congestion_map.png
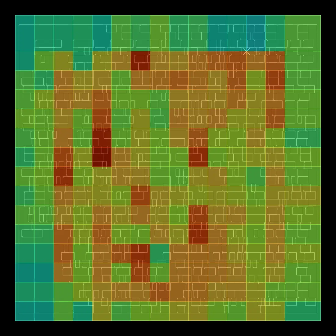
class_map.png
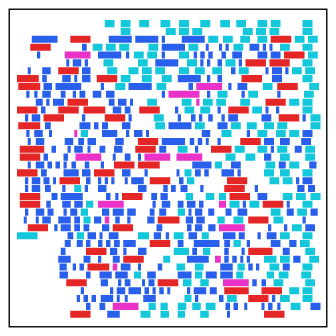
pinout.png
Pins as bars across the die edge, other pins in gray.
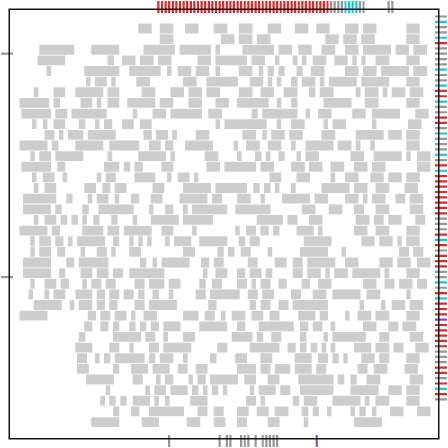
clock_wires.png
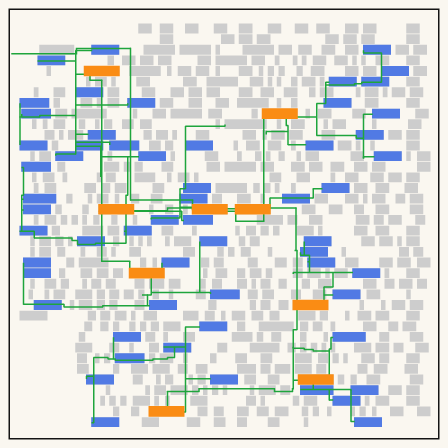
$ cat config.mk
export PLATFORM = sky130hd
export DESIGN_NAME = pet_screen_ctrl_flat
export DESIGN_NICKNAME = d
export VERILOG_FILES = /design/src/rtl/pet_screen_ctrl_if.sv /design/src/rtl/pet_screen_ctrl.sv /design/src/flat_wrapper.sv
export SDC_FILE = /design/constraint.sdc
export NUM_CORES = 1
export LEC_CHECK = 0
export CAP_MARGIN = 20
export CELL_PAD_IN_SITES_DETAIL_PLACEMENT = 1
export CELL_PAD_IN_SITES_GLOBAL_PLACEMENT = 1
export CORE_UTILIZATION = 31
export CTS_CLUSTER_SIZE = 28
export DETAILED_ROUTE_END_ITERATION = 6
export PLACE_DENSITY_LB_ADDON = 0.1
export SETUP_SLACK_MARGIN = 0.5
export SLEW_MARGIN = 20
export SYNTH_ARGS = -nofsm -noshare
export SYNTH_HDL_FRONTEND = slang
export SYNTH_SLANG_ARGS = --single-unit
export TNS_END_PERCENT = 100
$ cat constraint.sdc
create_clock -name clk -period 2.58 [get_ports clk]
set_clock_uncertainty 0.05 [all_clocks]
set_input_delay 0.387 -clock clk [delete_from_list [all_inputs] [get_ports clk]]
set_output_delay 0.387 -clock clk [all_outputs]
set_load 0.05 [all_outputs]
$ cat src/rtl/pet_screen_ctrl_if.sv
// Bundle of pet-sense inputs, button pulses, renderer pixels and the
// controller's page/expression/pixel outputs.
// master: the environment driving the controller; slave: the controller.
interface pet_screen_ctrl_if;
  logic        awaking;
  logic        touched;
  logic        expecting;
  logic        petting;
  logic        pressed;
  logic        left;
  logic        right;
  logic [79:0] expr_pix;
  logic [15:0] menu_pix;
  logic [15:0] app_pix;
  logic [1:0]  page;
  logic [2:0]  express;
  logic [2:0]  menu_idx;
  logic [2:0]  app_id;
  logic [15:0] pix;
  logic        tick;

  modport master (
    output awaking, touched, expecting, petting, pressed, left, right,
    output expr_pix, menu_pix, app_pix,
    input  page, express, menu_idx, app_id, pix, tick
  );

  modport slave (
    input  awaking, touched, expecting, petting, pressed, left, right,
    input  expr_pix, menu_pix, app_pix,
    output page, express, menu_idx, app_id, pix, tick
  );
endinterface

$ cat src/rtl/pet_screen_ctrl.sv
// Pet screen controller: expression FSM, menu/app page navigation, tick
// prescaler and a registered pixel mux toward the LCD driver.
// Optional feature macro PET_MENU_TIMEOUT_EN: when defined, the menu page
// falls back to the expression page after MENU_TICKS quiet ticks.
module pet_screen_ctrl #(
  parameter int N_MENU      = 3,
  parameter int TICK_CYCLES = 100_000_000,
  parameter int IDLE_TICKS  = 10,
  parameter int MENU_TICKS  = 10
) (
  input logic              clk,
  input logic              rst,
  pet_screen_ctrl_if.slave bus
);

  typedef enum logic [1:0] {PG_EXPR = 2'd0, PG_MENU = 2'd1, PG_APP = 2'd2} page_t;
  typedef enum logic [2:0] {
    EX_IDLE = 3'd0, EX_HAPPY = 3'd1, EX_SATISFY = 3'd2, EX_SLEEP = 3'd3, EX_EXPECT = 3'd4
  } express_t;

  localparam int PW = (TICK_CYCLES > 1) ? $clog2(TICK_CYCLES) : 1;
  localparam int IW = $clog2(IDLE_TICKS + 1);
  localparam logic [PW-1:0] PRESC_LAST = PW'(TICK_CYCLES - 1);
  localparam logic [IW-1:0] IDLE_MAX   = IW'(IDLE_TICKS);
  localparam logic [2:0]    MENU_LAST  = 3'(N_MENU - 1);

  logic [PW-1:0] presc_reg;
  page_t         page_reg;
  express_t      express_reg;
  logic [2:0]    menu_idx_reg;
  logic [2:0]    app_id_reg;
  logic [15:0]   pix_reg;
  logic [IW-1:0] idle_cnt_reg;
  logic [IW-1:0] idle_next;
  logic [15:0]   pix_next;
  logic          tick;
  logic          any_in;
  logic          sleep_go;
  logic          menu_to;

  assign tick   = (presc_reg == PRESC_LAST);
  assign any_in = bus.awaking | bus.touched | bus.expecting | bus.petting |
                  bus.pressed | bus.left | bus.right;

  // Free-running prescaler producing the timing tick
  always_ff @(posedge clk) begin
    if (rst || tick) presc_reg <= '0;
    else             presc_reg <= presc_reg + 1'b1;
  end

  // Quiet-time counter: only runs while the pet is idle on the expression page
  always_comb begin
    idle_next = idle_cnt_reg;
    if (page_reg != PG_EXPR || express_reg != EX_IDLE || any_in)
      idle_next = '0;
    else if (tick && idle_cnt_reg != IDLE_MAX)
      idle_next = idle_cnt_reg + 1'b1;
  end
  assign sleep_go = (idle_next == IDLE_MAX);

`ifdef PET_MENU_TIMEOUT_EN
  localparam int MW = $clog2(MENU_TICKS + 1);
  localparam logic [MW-1:0] MENU_MAX = MW'(MENU_TICKS);
  logic [MW-1:0] menu_cnt_reg;
  logic [MW-1:0] menu_cnt_next;

  // Menu inactivity counter; any button restarts it
  always_comb begin
    menu_cnt_next = menu_cnt_reg;
    if (page_reg != PG_MENU || bus.pressed || bus.left || bus.right)
      menu_cnt_next = '0;
    else if (tick && menu_cnt_reg != MENU_MAX)
      menu_cnt_next = menu_cnt_reg + 1'b1;
  end
  assign menu_to = (page_reg == PG_MENU) && (menu_cnt_next == MENU_MAX);

  // Menu counter register, cleared once the timeout fires
  always_ff @(posedge clk) begin
    if (rst || menu_to) menu_cnt_reg <= '0;
    else                menu_cnt_reg <= menu_cnt_next;
  end
`else
  logic unused_menu_cfg;
  assign unused_menu_cfg = (MENU_TICKS == 0);
  assign menu_to = 1'b0;
`endif

  // Pixel source selection from the current page/expression
  always_comb begin
    pix_next = 16'h0000;
    case (page_reg)
      PG_EXPR: begin
        case (express_reg)
          EX_IDLE:    pix_next = bus.expr_pix[15:0];
          EX_HAPPY:   pix_next = bus.expr_pix[31:16];
          EX_SATISFY: pix_next = bus.expr_pix[47:32];
          EX_SLEEP:   pix_next = bus.expr_pix[63:48];
          EX_EXPECT:  pix_next = bus.expr_pix[79:64];
          default:    pix_next = 16'h0000;
        endcase
      end
      PG_MENU: pix_next = bus.menu_pix;
      PG_APP:  pix_next = bus.app_pix;
      default: pix_next = 16'h0000;
    endcase
  end

  // Page and expression state machine with registered outputs
  always_ff @(posedge clk) begin
    if (rst) begin
      page_reg     <= PG_EXPR;
      express_reg  <= EX_IDLE;
      menu_idx_reg <= 3'd0;
      app_id_reg   <= 3'd0;
      pix_reg      <= 16'h0000;
      idle_cnt_reg <= '0;
    end else begin
      pix_reg      <= pix_next;
      idle_cnt_reg <= sleep_go ? '0 : idle_next;
      case (page_reg)
        PG_EXPR: begin
          if (bus.pressed) page_reg <= PG_MENU;
          case (express_reg)
            EX_IDLE: begin
              if (sleep_go)           express_reg <= EX_SLEEP;
              else if (bus.expecting) express_reg <= EX_EXPECT;
              else if (bus.petting)   express_reg <= EX_SATISFY;
              else if (bus.touched)   express_reg <= EX_HAPPY;
            end
            EX_HAPPY: begin
              if (bus.petting)       express_reg <= EX_SATISFY;
              else if (!bus.touched) express_reg <= EX_IDLE;
            end
            EX_SATISFY: if (!bus.petting) express_reg <= EX_EXPECT;
            EX_EXPECT: begin
              if (bus.petting)         express_reg <= EX_SATISFY;
              else if (!bus.expecting) express_reg <= EX_IDLE;
            end
            // Leaving for the menu also wakes the pet
            EX_SLEEP: if (bus.awaking || bus.pressed) express_reg <= EX_IDLE;
            default:  express_reg <= EX_IDLE;
          endcase
        end
        PG_MENU: begin
          if (bus.pressed) begin
            page_reg   <= PG_APP;
            app_id_reg <= menu_idx_reg;
          end else if (menu_to) begin
            page_reg    <= PG_EXPR;
            express_reg <= EX_IDLE;
          end else if (bus.right && !bus.left) begin
            menu_idx_reg <= (menu_idx_reg == MENU_LAST) ? 3'd0 : menu_idx_reg + 3'd1;
          end else if (bus.left && !bus.right) begin
            menu_idx_reg <= (menu_idx_reg == 3'd0) ? MENU_LAST : menu_idx_reg - 3'd1;
          end
        end
        PG_APP:  if (bus.pressed) page_reg <= PG_MENU;
        default: begin
          page_reg    <= PG_EXPR;
          express_reg <= EX_IDLE;
        end
      endcase
      // Expression is frozen off the expression page, but never in a bad code
      if (page_reg != PG_EXPR && express_reg > EX_EXPECT) express_reg <= EX_IDLE;
    end
  end

  assign bus.page     = page_reg;
  assign bus.express  = express_reg;
  assign bus.menu_idx = menu_idx_reg;
  assign bus.app_id   = app_id_reg;
  assign bus.pix      = pix_reg;
  assign bus.tick     = tick;

endmodule

$ cat src/flat_wrapper.sv
// flat-port wrapper written by rule: the top's interface ports become plain ports
module pet_screen_ctrl_flat 
#(
  parameter int N_MENU      = 3,
  parameter int TICK_CYCLES = 100_000_000,
  parameter int IDLE_TICKS  = 10,
  parameter int MENU_TICKS  = 10
)
  (clk, rst, bus_awaking, bus_touched, bus_expecting, bus_petting, bus_pressed, bus_left, bus_right, bus_expr_pix, bus_menu_pix, bus_app_pix, bus_page, bus_express, bus_menu_idx, bus_app_id, bus_pix, bus_tick);
  pet_screen_ctrl_if bus_i ();
  input logic clk;
  input logic rst;
  input wire logic [$bits(bus_i.awaking)-1:0] bus_awaking;
  input wire logic [$bits(bus_i.touched)-1:0] bus_touched;
  input wire logic [$bits(bus_i.expecting)-1:0] bus_expecting;
  input wire logic [$bits(bus_i.petting)-1:0] bus_petting;
  input wire logic [$bits(bus_i.pressed)-1:0] bus_pressed;
  input wire logic [$bits(bus_i.left)-1:0] bus_left;
  input wire logic [$bits(bus_i.right)-1:0] bus_right;
  input wire logic [$bits(bus_i.expr_pix)-1:0] bus_expr_pix;
  input wire logic [$bits(bus_i.menu_pix)-1:0] bus_menu_pix;
  input wire logic [$bits(bus_i.app_pix)-1:0] bus_app_pix;
  output wire logic [$bits(bus_i.page)-1:0] bus_page;
  output wire logic [$bits(bus_i.express)-1:0] bus_express;
  output wire logic [$bits(bus_i.menu_idx)-1:0] bus_menu_idx;
  output wire logic [$bits(bus_i.app_id)-1:0] bus_app_id;
  output wire logic [$bits(bus_i.pix)-1:0] bus_pix;
  output wire logic [$bits(bus_i.tick)-1:0] bus_tick;
  assign bus_i.awaking = bus_awaking;
  assign bus_i.touched = bus_touched;
  assign bus_i.expecting = bus_expecting;
  assign bus_i.petting = bus_petting;
  assign bus_i.pressed = bus_pressed;
  assign bus_i.left = bus_left;
  assign bus_i.right = bus_right;
  assign bus_i.expr_pix = bus_expr_pix;
  assign bus_i.menu_pix = bus_menu_pix;
  assign bus_i.app_pix = bus_app_pix;
  assign bus_page = bus_i.page;
  assign bus_express = bus_i.express;
  assign bus_menu_idx = bus_i.menu_idx;
  assign bus_app_id = bus_i.app_id;
  assign bus_pix = bus_i.pix;
  assign bus_tick = bus_i.tick;
  pet_screen_ctrl #(.N_MENU(N_MENU), .TICK_CYCLES(TICK_CYCLES), .IDLE_TICKS(IDLE_TICKS), .MENU_TICKS(MENU_TICKS)) u_core (.clk(clk), .rst(rst), .bus(bus_i));
endmodule
==> results_tabular.tex <==
% Auto-generated results table
\begin{tabular}{lr}
\hline
Metric & Value \\
\hline
\multicolumn{2}{l}{\textbf{Synthesis}} \\
Post-synthesis cell type count & 55 \\
Leading post-synthesis cells by cell area & sky130\_fd\_sc\_hd\_\_dfxtp\_1 32\%, sky130\_fd\_sc\_hd\_\_mux4\_2 6.3\%, sky130\_fd\_sc\_hd\_\_nor2\_1 6.2\%, sky130\_fd\_sc\_hd\_\_ha\_1 4.9\%, sky130\_fd\_sc\_hd\_\_xnor2\_1 4.9\% \\
Count of warnings emitted by yosys & 0 \\
Simple logic cell fraction of the synthesized area & between 20\% and 30\% \\
Main flop type & sky130\_fd\_sc\_hd\_\_dfxtp\_1 \\
Synth Instances & about 430 \\
Count of library flops with an enable pin & 0 \\
Yosys xor share & $\sim$6.6\% \\
Post-Synth Adder-Cell Area & 4.90\% \\
Number of synthesized register bits & 58 \\
\multicolumn{2}{l}{\textbf{Clock network}} \\
Number of gates resized after CTS & 22 \\
Number of buffers inserted by hold repair at cts & 0 \\
Total clock buffers created by CTS & 9 \\
CTS tree & done \\
Post-CTS clock slew at the launch and capture registers of the worst setup and hold paths & $\sim$0.05 ns \\
\multicolumn{2}{l}{\textbf{Detailed routing}} \\
Average wire per standard cell & $\sim$19 um \\
Uppermost layer routed & met4 \\
Initial detailed-routing violation count & between 100 and 150 \\
Wire length the detailed router placed on met1 & $\sim$5600 um \\
Met2 wire length & approximately 6800 um \\
Via count & around 3,800 \\
Avg Vias per Cell & approximately 5.2 \\
Residual DRC count & 3 \\
Routed wire length on met3 & between 900 and 1000 um \\
\multicolumn{2}{l}{\textbf{Floorplanning}} \\
IO Pins & approximately 150 \\
Number of tap cells added at floorplan & 140 \\
\multicolumn{2}{l}{\textbf{Run}} \\
Number of warning messages in the logs & 38 \\
\multicolumn{2}{l}{\textbf{Outcome}} \\
Violations in the final reports & DRC \\
Outcome & finished, violations left \\
\multicolumn{2}{l}{\textbf{Pwr}} \\
Switching power & roughly 900 uW \\
Comb pwr share & 28.4\% \\
Combinational logic power & 852 uW \\
Sequential power & around 970 uW \\
\multicolumn{2}{l}{\textbf{Worst setup path}} \\
Required time reported for the critical path endpoint & 2.79 ns \\
Startpoint of the worst-slack reg-to-reg timing path & u\_core.bus.page[1]\$\_SDFFE\_PP0P\_ \\
Capturing instance or port of the critical path & u\_core.bus.express[1]\$\_SDFFE\_PP0P\_ \\
Worst setup path startpoint & u\_core.bus.page[1]\$\_SDFFE\_PP0P\_ \\
Critical path peak fanout & 2 \\
Crit. End Element & register \\
\multicolumn{2}{l}{\textbf{STA}} \\
Tmin final & about 2.2 ns \\
Setup slack after layout & 0.420 ns \\
Setup repair after global routing missed its margin & true \\
Final clock period utilization by the worst path & around 84\% \\
Setup TNS after final layout & 0 ns \\
\multicolumn{2}{l}{\textbf{Min path}} \\
Worst min path class & register to register \\
Worst Hold Path EP & u\_core.bus.app\_id[0]\$\_SDFFE\_PP0P\_ \\
\multicolumn{2}{l}{\textbf{Cells and area}} \\
Diode count & 0 \\
Filler cell count in the final layout & about 1,300 \\
Max FFs per register & 27 \\
Commonest non-fill, non-tap cell in the layout & sky130\_fd\_sc\_hd\_\_clkdlybuf4s50\_1 \\
Relative area change from synthesis to final layout & 61.0\% \\
Most numerous logic cells after layout & 135 x sky130\_fd\_sc\_hd\_\_clkdlybuf4s50\_1, 59 x sky130\_fd\_sc\_hd\_\_nor2\_1, 48 x sky130\_fd\_sc\_hd\_\_dfxtp\_1 \\
Clock Buffer Count & 11 \\
Clock tree cell share of total cell area & under 10\% \\
\multicolumn{2}{l}{\textbf{GRT}} \\
GR met1 Demand/Resource & between 20 and 30\% \\
\multicolumn{2}{l}{\textbf{Placement}} \\
Placed cell count & just over 700 \\
\hline
\end{tabular}
## Picture notes: congestion_map.png
met3 GRT Util: 5.81%
met2 usage: 42.3%
end-of-flow core utilization: 52.2%

## Picture notes: class_map.png
Magenta shows clock drivers and dummy loads, cells 16. Red shows sequential cells, cells 58. Blue shows remaining logic cells, cells 344. Cyan shows remaining buffers and delay cells, cells 174.
Site Rows: 38
proportion of cell area occupied by registers: 20.5%
final non-filler cell area: 0.00576 mm^2
core region area: 0.0110 mm^2

## Picture notes: pinout.png
Purple shows `bus_page`, pins 2, direction output, edge 1 south, 1 east. Red shows `bus_expr_pix`, pins 80, direction input, edge 48 north, 32 east. Cyan shows `bus_menu_pix`, pins 16, direction input, edge 12 east, 4 north.
All pins by edge: 73 east, 60 north, 14 south, 2 west.
Die Width: 109 um
vertical die dimension: 109 um
Port Buffer Count: 148

## Picture notes: clock_wires.png
Green shows clock wires, length 991 um. Blue shows flip-flops, count 58. Orange shows clock-net drivers, count 9.
Position of the flops: all over the die. There are 10 routed clock nets.
proportion of power drawn by the clock network: 39.3%
Insertion Delay late pin: 0.33 ns
power attributed to the clock group: 1180 uW

Power is estimated from default activity; no workload was simulated.
